===== src/rtl/delay_96_cfg_ctrl_if.sv =====
// Command/apply port and delay-line drive bundle for delay_96_cfg_ctrl.
// master = register/control side, slave = the sequencer.
interface delay_96_cfg_ctrl_if #(
    parameter int N_CH = 2
);
    logic                cmd_valid;
    logic [3:0]          cmd_ch;
    logic [7:0]          cmd_dly;
    logic                cmd_ready;
    logic                apply;
    logic                err_clr;
    logic                dl_rst;
    logic [N_CH-1:0]     dl_wr_comm;
    logic [8*N_CH-1:0]   dl_upr;
    logic                busy;
    logic                done;
    logic                data_en;
    logic [1:0]          err;

    modport master (
        output cmd_valid, cmd_ch, cmd_dly, apply, err_clr,
        input  cmd_ready, dl_rst, dl_wr_comm, dl_upr, busy, done, data_en, err
    );

    modport slave (
        input  cmd_valid, cmd_ch, cmd_dly, apply, err_clr,
        output cmd_ready, dl_rst, dl_wr_comm, dl_upr, busy, done, data_en, err
    );
endinterface


===== src/rtl/delay_96_cfg_ctrl.sv =====
// Buffers per-channel delay codes and pushes them to a bank of delay_96 lines
// as one reset / load / settle sequence, gating downstream data meanwhile.
//
// state    | meaning
// ---------+-----------------------------------------------------------
// S_IDLE   | accepting commands, waiting for apply
// S_RST    | one-cycle common reset pulse to all delay lines
// S_LOAD   | one cycle per channel, strobe wr_comm[r_ch] with its code
// S_SETTLE | down-counter from MAX_DLY while the lines refill
// S_DONE   | one-cycle done pulse, data re-enabled on exit
module delay_96_cfg_ctrl #(
    parameter int N_CH    = 2,
    parameter int MAX_DLY = 20
) (
    input  logic                   clk,
    input  logic                   rst,
    delay_96_cfg_ctrl_if.slave     cfg_if
);
    localparam int CW = $clog2(MAX_DLY + 1);

    typedef enum logic [2:0] {
        S_IDLE,
        S_RST,
        S_LOAD,
        S_SETTLE,
        S_DONE
    } state_t;

    state_t              r_state;
    state_t              w_state_nxt;
    logic [3:0]          r_ch;
    logic [3:0]          w_ch_nxt;
    logic [CW-1:0]       r_cnt;
    logic [CW-1:0]       w_cnt_nxt;

    logic [7:0]          r_shd [N_CH];
    logic [8*N_CH-1:0]   r_upr;
    logic [N_CH-1:0]     r_wr_comm;
    logic                r_dl_rst;
    logic                r_busy;
    logic                r_done;
    logic                r_data_en;
    logic                r_cmd_ready;
    logic [1:0]          r_err;

    logic                w_cmd_acc;
    logic                w_ch_bad;
    logic                w_dly_bad;
    logic [7:0]          w_dly_clamped;
    logic                w_apply_lost;

    // r_cmd_ready mirrors r_state == S_IDLE, so shadows only change in IDLE
    assign w_cmd_acc     = cfg_if.cmd_valid && r_cmd_ready;
    assign w_ch_bad      = ({1'b0, cfg_if.cmd_ch} >= 5'(N_CH));
    assign w_dly_bad     = ({1'b0, cfg_if.cmd_dly} >= 9'(MAX_DLY));
    assign w_dly_clamped = w_dly_bad ? 8'(MAX_DLY - 1) : cfg_if.cmd_dly;
    assign w_apply_lost  = cfg_if.apply && (r_state != S_IDLE);

    always_comb begin
        w_state_nxt = r_state;
        w_ch_nxt    = r_ch;
        w_cnt_nxt   = r_cnt;
        case (r_state)
            S_IDLE: begin
                if (cfg_if.apply) begin
                    w_state_nxt = S_RST;
                end
            end
            S_RST: begin
                w_state_nxt = S_LOAD;
                w_ch_nxt    = 4'd0;
            end
            S_LOAD: begin
                if (r_ch == 4'(N_CH - 1)) begin
                    w_state_nxt = S_SETTLE;
                    w_cnt_nxt   = CW'(MAX_DLY);
                end else begin
                    w_ch_nxt = r_ch + 4'd1;
                end
            end
            S_SETTLE: begin
                if (r_cnt == CW'(1)) begin
                    w_state_nxt = S_DONE;
                end else begin
                    w_cnt_nxt = r_cnt - CW'(1);
                end
            end
            S_DONE: begin
                w_state_nxt = S_IDLE;
            end
            default: begin
                w_state_nxt = S_IDLE;
            end
        endcase
    end

    always_ff @(posedge clk) begin
        if (rst) begin
            r_state     <= S_IDLE;
            r_ch        <= 4'd0;
            r_cnt       <= '0;
            r_upr       <= '0;
            r_wr_comm   <= '0;
            r_dl_rst    <= 1'b0;
            r_busy      <= 1'b0;
            r_done      <= 1'b0;
            r_data_en   <= 1'b0;
            r_cmd_ready <= 1'b1;
            r_err       <= 2'b00;
            for (int k = 0; k < N_CH; k++) begin
                r_shd[k] <= 8'd0;
            end
        end else begin
            r_state     <= w_state_nxt;
            r_ch        <= w_ch_nxt;
            r_cnt       <= w_cnt_nxt;
            r_dl_rst    <= (w_state_nxt == S_RST);
            r_busy      <= (w_state_nxt != S_IDLE);
            r_done      <= (w_state_nxt == S_DONE);
            r_cmd_ready <= (w_state_nxt == S_IDLE);

            // Loads happen at least one edge after the shadow write, so a
            // command accepted together with apply lands in this sequence.
            for (int k = 0; k < N_CH; k++) begin
                r_wr_comm[k] <= (w_state_nxt == S_LOAD) && (w_ch_nxt == 4'(k));
                if ((w_state_nxt == S_LOAD) && (w_ch_nxt == 4'(k))) begin
                    r_upr[8*k +: 8] <= r_shd[k];
                end
                if (w_cmd_acc && !w_ch_bad && (cfg_if.cmd_ch == 4'(k))) begin
                    r_shd[k] <= w_dly_clamped;
                end
            end

            if ((r_state == S_DONE) && (w_state_nxt == S_IDLE)) begin
                r_data_en <= 1'b1;
            end else if (w_state_nxt == S_RST) begin
                r_data_en <= 1'b0;
            end

            // New errors override a simultaneous clear
            r_err <= (cfg_if.err_clr ? 2'b00 : r_err)
                   | {w_apply_lost, w_cmd_acc && (w_ch_bad || w_dly_bad)};
        end
    end

    assign cfg_if.cmd_ready  = r_cmd_ready;
    assign cfg_if.dl_rst     = r_dl_rst;
    assign cfg_if.dl_wr_comm = r_wr_comm;
    assign cfg_if.dl_upr     = r_upr;
    assign cfg_if.busy       = r_busy;
    assign cfg_if.done       = r_done;
    assign cfg_if.data_en    = r_data_en;
    assign cfg_if.err        = r_err;
endmodule


===== src/flat_wrapper.sv =====
// flat-port wrapper written by rule: the top's interface ports become plain ports
module delay_96_cfg_ctrl_flat 
#(
    parameter int N_CH    = 2,
    parameter int MAX_DLY = 20
)
  (clk, rst, cfg_if_cmd_valid, cfg_if_cmd_ch, cfg_if_cmd_dly, cfg_if_apply, cfg_if_err_clr, cfg_if_cmd_ready, cfg_if_dl_rst, cfg_if_dl_wr_comm, cfg_if_dl_upr, cfg_if_busy, cfg_if_done, cfg_if_data_en, cfg_if_err);
  delay_96_cfg_ctrl_if #(.N_CH(N_CH)) cfg_if_i ();
  input  logic clk;
  input  logic rst;
  input wire logic [$bits(cfg_if_i.cmd_valid)-1:0] cfg_if_cmd_valid;
  input wire logic [$bits(cfg_if_i.cmd_ch)-1:0] cfg_if_cmd_ch;
  input wire logic [$bits(cfg_if_i.cmd_dly)-1:0] cfg_if_cmd_dly;
  input wire logic [$bits(cfg_if_i.apply)-1:0] cfg_if_apply;
  input wire logic [$bits(cfg_if_i.err_clr)-1:0] cfg_if_err_clr;
  output wire logic [$bits(cfg_if_i.cmd_ready)-1:0] cfg_if_cmd_ready;
  output wire logic [$bits(cfg_if_i.dl_rst)-1:0] cfg_if_dl_rst;
  output wire logic [$bits(cfg_if_i.dl_wr_comm)-1:0] cfg_if_dl_wr_comm;
  output wire logic [$bits(cfg_if_i.dl_upr)-1:0] cfg_if_dl_upr;
  output wire logic [$bits(cfg_if_i.busy)-1:0] cfg_if_busy;
  output wire logic [$bits(cfg_if_i.done)-1:0] cfg_if_done;
  output wire logic [$bits(cfg_if_i.data_en)-1:0] cfg_if_data_en;
  output wire logic [$bits(cfg_if_i.err)-1:0] cfg_if_err;
  assign cfg_if_i.cmd_valid = cfg_if_cmd_valid;
  assign cfg_if_i.cmd_ch = cfg_if_cmd_ch;
  assign cfg_if_i.cmd_dly = cfg_if_cmd_dly;
  assign cfg_if_i.apply = cfg_if_apply;
  assign cfg_if_i.err_clr = cfg_if_err_clr;
  assign cfg_if_cmd_ready = cfg_if_i.cmd_ready;
  assign cfg_if_dl_rst = cfg_if_i.dl_rst;
  assign cfg_if_dl_wr_comm = cfg_if_i.dl_wr_comm;
  assign cfg_if_dl_upr = cfg_if_i.dl_upr;
  assign cfg_if_busy = cfg_if_i.busy;
  assign cfg_if_done = cfg_if_i.done;
  assign cfg_if_data_en = cfg_if_i.data_en;
  assign cfg_if_err = cfg_if_i.err;
  delay_96_cfg_ctrl #(.N_CH(N_CH), .MAX_DLY(MAX_DLY)) u_core (.clk(clk), .rst(rst), .cfg_if(cfg_if_i));
endmodule

===== config.mk =====
export PLATFORM = sky130hd
export DESIGN_NAME = delay_96_cfg_ctrl_flat
export DESIGN_NICKNAME = d
export VERILOG_FILES = /design/src/rtl/delay_96_cfg_ctrl_if.sv /design/src/rtl/delay_96_cfg_ctrl.sv /design/src/flat_wrapper.sv
export SDC_FILE = /design/constraint.sdc
export NUM_CORES = 1
export LEC_CHECK = 0
export ABC_AREA = 1
export CORE_MARGIN = 1
export CORE_UTILIZATION = 52
export DETAILED_ROUTE_END_ITERATION = 10
export GPL_TIMING_DRIVEN = 0
export HOLD_SLACK_MARGIN = 0.08
export PLACE_DENSITY = 0.79
export REMOVE_ABC_BUFFERS = 1
export SLEW_MARGIN = 20
export SYNTH_ARGS = -nofsm -noshare
export SYNTH_HDL_FRONTEND = slang
export SYNTH_SLANG_ARGS = --single-unit

===== constraint.sdc =====
create_clock -name clk -period 2.35 [get_ports clk]
set_input_delay 0.3525 -clock clk [delete_from_list [all_inputs] [get_ports clk]]
set_output_delay 0.3525 -clock clk [all_outputs]
set_load 0.05 [all_outputs]

**Run 1: PDN straps and rails**

Bar = 20 µm. Pins as bars on the die edge.
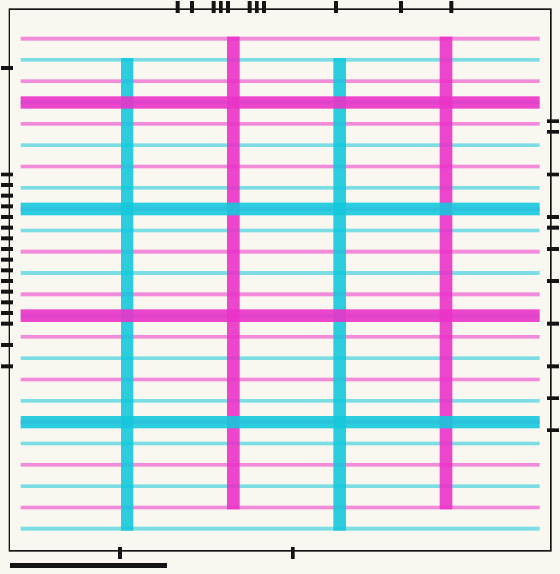
cyan -> VSS
magenta -> VDD
signal pins = 42
met4 straps = 4
met5 straps = 4
rows = 23
met1 rails = 24

**Run 1: metal 2**

Bar = 20 µm.
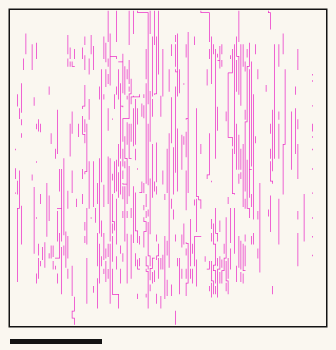
wire length on this layer = 2170 µm
nets with wire on the layer = 266
share of all routed wire = 49%
main direction = vertical

**Run 1: the metal 3 layer**

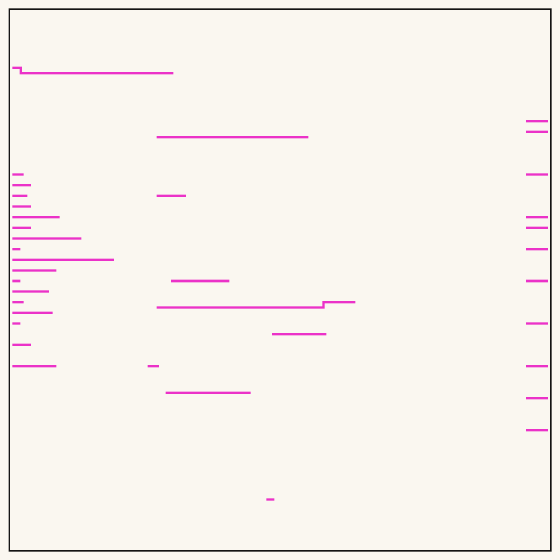
longest straight run = 21.2 µm
main direction = horizontal

==> GITHUB_STEP_SUMMARY, run 1 <==
### Yosys + OpenROAD results

| Metric | Value |
|---|---|
| Routability congestion estimate | ~0.78 |
| Part of the cycle the worst path needs | 0.836 |
| Clk_lat worst skew | 0.31 ns |
| Clk slew on worst S/H paths | 0.10 ns |
| Dpl cells | 374 |
| Hold path start | u_core.cfg_if.data_en$_SDFFE_PP0P_ |
| Worst Setup Start Kind | flip-flop |
| Synth area leader | dfxtp_1 |
| Most frequent CP cell | nand3_1 |
| I/O Buffers | 41 |
| Post-synth top cells | 55 x nand2_1, 40 x nor2_1, 38 x inv_1 |
| Max IR drop VDD | 0.469 mV |
| Yosys Chip Area | 2330 µm² |
| CP Capture Type | flip-flop |
| Pin count of the biggest net entering global routing | 25 |
| Setup crit end | u_core.cfg_if.dl_upr[3]$_SDFFE_PP0P_ |
| Dominant cell area share | 0.318 |
| Initial antenna violation count | 0 |
| Detailed Place HPWL | 3060 µm |
| Number of cells on the critical path | 8 |
| Area-dominant class | sequential cells |
| DR WL/cell | approximately 12 µm |
| Hold Slack | around 0.47 ns |
| Gr busiest metal | met2 |
| HP Class | reg2reg |
| Setup WS pre-CTS | -0.193 ns |
| Seq/total area | 0.420 |
| Leak | 1.23 nW |
| Cts bufs inserted | 5 |
| Tool warning count | 27 |
| Adder Area Share | 0.0215 |
| Crit path max fanout | 24 |
| Post-layout power | 2.26 mW |
| Slew HR | 0.452 |
| Clock Path Buffers | 2 |
| Cell Pwr Density | 778 nW/µm² |
| Seq share, synth | 0.524 |
| Top layer used by detailed routing | met4 |
| Layout cells sized above 1 | 0.0871 |
| Nets | 353 |
| Gate Count Post-Synth | 285 |
| Internal | 1.53 mW |
| Final count of negative-setup-slack endpoints | 0 |
| Met2 Use GR | 0.353 |
| Ys async rst share | 0 |
| Number of DRC markers in iteration 0 | ~89 |
| Final setup TNS | 0 ns |
| Power share of the combinational group | 0.259 |
| Clock-cell share | 0.0396 |
| Cell area after layout | between 2000 and 3000 µm² |
| Crit-path max cell delay | 0.49 ns |
| H-Tree Depth | 2 |
| CTS Root Cell | clkbuf_8 |
| TritonCTS clock tree | built |
| Synthesized area per cell | 8.17 µm² |
| Clock share of power | 0.274 |
| First-pass GRT wire length | 7310 µm |
| Buffering overhead | 0.142 |
| Combinational fraction of the cell area | 0.322 |
| Synth warnings | 0 |
| Yosys simple share | 0.292 |
| Top cells by area | dfxtp_1 32%, edfxtp_1 21%, nand2_1 8.9%, nor2_1 6.4%, inv_1 6.1% |
| DRT Pass-1 Iters | 4 |
| Worst Skew | 0.00969 ns |
| WP data arrival | between 2 and 2.5 ns |
| Final count of hold timing violations | 0 |
| Worst Max-Slew Pin Slew | 0.817 ns |
| Hold path depth | 2 |
| Inverters | 41 |
| Switching share of power | 0.323 |
| Crit path time final | 1.97 ns |
| Status | finished, final reports clean |
| FF+latch area | between 1000 and 1500 µm² |
| TAP cells | around 50 |
-- run 1: power by group through the flow --
stage	logic (mW)	registers (mW)	clock network, mW
2_1_floorplan	0.236	1.24	0
6_report	0.586	1.06	0.619
4_1_cts	0.586	1.06	0.637
3_3_place_gp	0.572	1.07	0
3_5_place_dp	0.583	1.08	0
5_1_grt	0.635	1.07	0.676
-- run 1: cell usage in the layout, fill, tap and decap left out, types with 2 or more instances in the layout --
cell / count
nor2_4: 4
clkdlybuf4s50_1: 40
edfxtp_1: 16
inv_1: 37
nor3_1: 5
clkinvlp_4: 2
clkbuf_8: 5
nand2_2: 5
nand3_2: 2
conb_1: 6
nor2_2: 2
nand2_1: 55
a21oi_1: 18
nor2_1: 40
o21ai_0: 8
dfxtp_1: 37
ha_1: 4
nand4_1: 2
nand3_1: 28
inv_2: 2
## Run 2: what changed since run 1
CORE_UTILIZATION = 47   (was 52)
PLACE_DENSITY = 0.76   (was 0.79)
clock period = 1.8 ns   (was 2.35 ns; I/O delays follow)
**Run 2: clock nets**

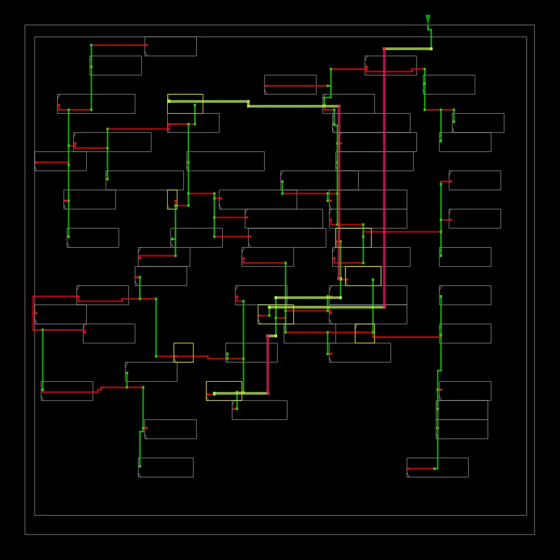
cts bufs inserted: 5
clock buffer count: 6
Seq cells: 53
Clock Sinks: 53

==> GITHUB_STEP_SUMMARY, run 2 <==
### Yosys + OpenROAD results

| Metric | Value |
|---|---|
| Max-slew violation count | 0 |
| DRT Pass-1 Iters | 4 |
| Synth warnings | 0 |
| Final antenna-violating net count | 0 |
| Synth top cell by count | nand2_1 |
| Resized Gates After CTS | 8 |
| Top Ports | 42 |
| Number of global-route vias before repair | 1696 |
| Seq share, synth | 0.524 |
| Tool warning count | 27 |
| Final count of negative-setup-slack endpoints | 0 |
| Synth unique cells | 32 |
| Cell area after synthesis | 2330 µm² |
| FILL cells | about 430 |
| Post-synth top cells | 55 x nand2_1, 40 x nor2_1, 38 x inv_1 |
| Final Core Density | 0.636 |
| Clock Path Buffers | 2 |
| GR Util met3 | 0.0514 |
| Yosys simple share | 0.292 |
| Number of DRC markers in iteration 0 | between 60 and 70 |
| Buffering overhead | 0.159 |
| Dominant cell area share | 0.318 |
| Seq power | between 1 and 1.5 mW |
| Synthesized area per cell | 8.17 µm² |
| WP data arrival | 1.48 ns |
| Crit-path max cell delay | 0.81 ns |
| Met2 Use GR | 0.317 |
| Internal | between 1.5 and 2 mW |
| Pin count of the biggest net entering global routing | 19 |
| Flop2flop setup slack | 0.13 ns |
| # diodes | 0 |
| Clock share of power | 0.231 |
| Synth logic family | simple AND/OR/NAND/NOR gates |
| CP Capture Type | output pin |
| Setup crit end | cfg_if_dl_upr[4] |
| Slew HR | 0.663 |
| Max cap viols | 0 |
| Layout cells sized above 1 | 0.135 |
| Combinational fraction of the cell area | 0.324 |
| Hold path depth | 2 |
| Die span in x | around 72 µm |
| Top layer used by detailed routing | met4 |
| Total vias in the final route | about 2.0k |
| Most numerous logic cell after layout | nand2_1 |
| Ys async rst share | 0 |
| Fmax | about 570 MHz |
| Clk slew on worst S/H paths | ~0.090 ns |
| Post-CTS Hold Fix Bufs | 0 |
| Post-synthesis register bit count | 53 |
| Power share of the combinational group | 0.292 |
| Dominant register cell | dfxtp_1 |
| Inverters | a little over 40 |
| Number of cells on the critical path | 1 |
| Clock-cell share | 0.0290 |
| DRC | 0 |
| Power Combinational | 843 µW |
| TAP cells | between 60 and 70 |
| Die Size | 5240 µm² |
| Crit path time final | 1.75 ns |
| Post-Route WL | 4470 µm |
| Gate Count Post-Synth | approximately 290 |
| CTS Root Cell | clkbuf_8 |
| FF+latch area | 1230 µm² |
| Worst r2r path cells | 11 |
| Worst Max-Slew Pin Slew | 0.505 ns |
| Initial antenna violation count | 0 |
| Top cells by area | dfxtp_1 32%, edfxtp_1 21%, nand2_1 8.9%, nor2_1 6.4%, inv_1 6.1% |
| Adder Area Share | 0.0215 |
| Core Rows | 25 |
| Non-clk bufs | 47 |
| Mi-comb count | roughly 190 |
| TritonCTS clock tree | built |
| Area-dominant class | sequential cells |
| Sequential Power Share | 0.477 |
| DR WL/cell | 11.0 µm |
| Max IR drop VDD | 0.445 mV |
| Ys cells | 285 |
| Detailed Place HPWL | 2890 µm |
| Met2 WL | 2250 µm |
| Met3 routed WL | approximately 150 µm |
| Most frequent cells in the layout | 52 x nand2_1, 40 x clkdlybuf4s50_1, 39 x nor2_1, 37 x inv_1, 33 x dfxtp_1 |
| Post-synth mux share | 0 |
| Worst Path Buf+Inv | 1 |
| Area Growth Syn to Fin | 29.7% |
| HP Class | reg2reg |
| Nets | 360 |
| H-Tree Depth | 2 |
| Pre-Place Util | 0.490 |
| Flip-flops with a built-in enable | 16 |
| Hold path start | u_core.cfg_if.err[0]$_SDFF_PP0_ |
| Yosys Chip Area | 2330 µm² |
| Psw | 974 µW |
| Worst Skew | about 0.0075 ns |
| Crit path max fanout | 2 |
| Aoi share | 0.0730 |
| Final count of hold timing violations | 0 |
| I/O Buffers | 41 |
| Biggest consumer | sequential cells |
| Critical path data required time | 1.53 ns |
| Xor+xnor area frac | 0.00376 |
| Gr busiest metal | met2 |
| Height of the die | around 72 µm |
| Seq/total area | 0.407 |
| Part of the cycle the worst path needs | 0.972 |
| Min-Delay Endpoint | u_core.cfg_if.err[0]$_SDFF_PP0_ |
| Logic area | roughly 980 µm² |
| CP startpoint | u_core.cfg_if.dl_upr[4]$_SDFFE_PP0P_ |
| All-Layer GR Usage | 0.185 |
| Post-layout power | 2.88 mW |
| Crit Path Category | reg2out |
| Leak | roughly 1.2 nW |
| Post-CTS setup buffer count | 3 |
| Final setup TNS | 0 ns |
| GR Layer Usage met1 | 0.220 |
| Worst Setup Start Kind | flip-flop |
| First-pass GRT wire length | 7410 µm |
| Switching share of power | 0.338 |
| RR Startpoint | u_core.r_ch[1]$_SDFF_PP0_ |
| Routability congestion estimate | 0.811 |
| Vias per cell | 4.79 |
| Synth area leader | dfxtp_1 |
| CP Cell Sequence | clkdlybuf4s50_1 |
| Status | finished, final reports clean |
| Core Area | 4750 µm² |
| Cell Pwr Density | approximately 950 nW/µm² |
| Clk_lat worst skew | 0.31 ns |
| Reg2reg end | u_core.cfg_if.dl_upr[14]$_SDFFE_PP0P_ |
| WL met1 | 2010 µm |
| Clock Power | 666 µW |
## run 2: cell types whose count changed in the layout (fill, tap and decap cells not counted), moves of 3 or more
cell and change:
nand2_2 +3, nand2_1 -3, dfxtp_1 -4, buf_4 +4
## run 2: per-stage QoR
stage / setup slack, ns / instances / hold WS [ns] / instance area (µm²)
final: 0.0509 / 407 / 0.473 / 3020
after CTS: 0.00517 / 404 / 0.476 / 2950
after floorplan: -0.102 / 283 / 0.339 / 2300
after detailed placement: -0.663 / 391 / 0.458 / 2800
after global placement: -0.719 / 391 / 0.462 / 2800
after global routing: -0.0116 / 407 / 0.507 / 3020
## run 2: cell families after synthesis
group	count (synthesis)
other	1
adder cells (fa/ha/maj)	4
XOR/XNOR	1
flip-flops	53
AND/OR/NAND/NOR	148
AND-OR/OR-AND	31
buffers and inverters	47
No activity file was given, so power comes from the tool's default toggle rates.
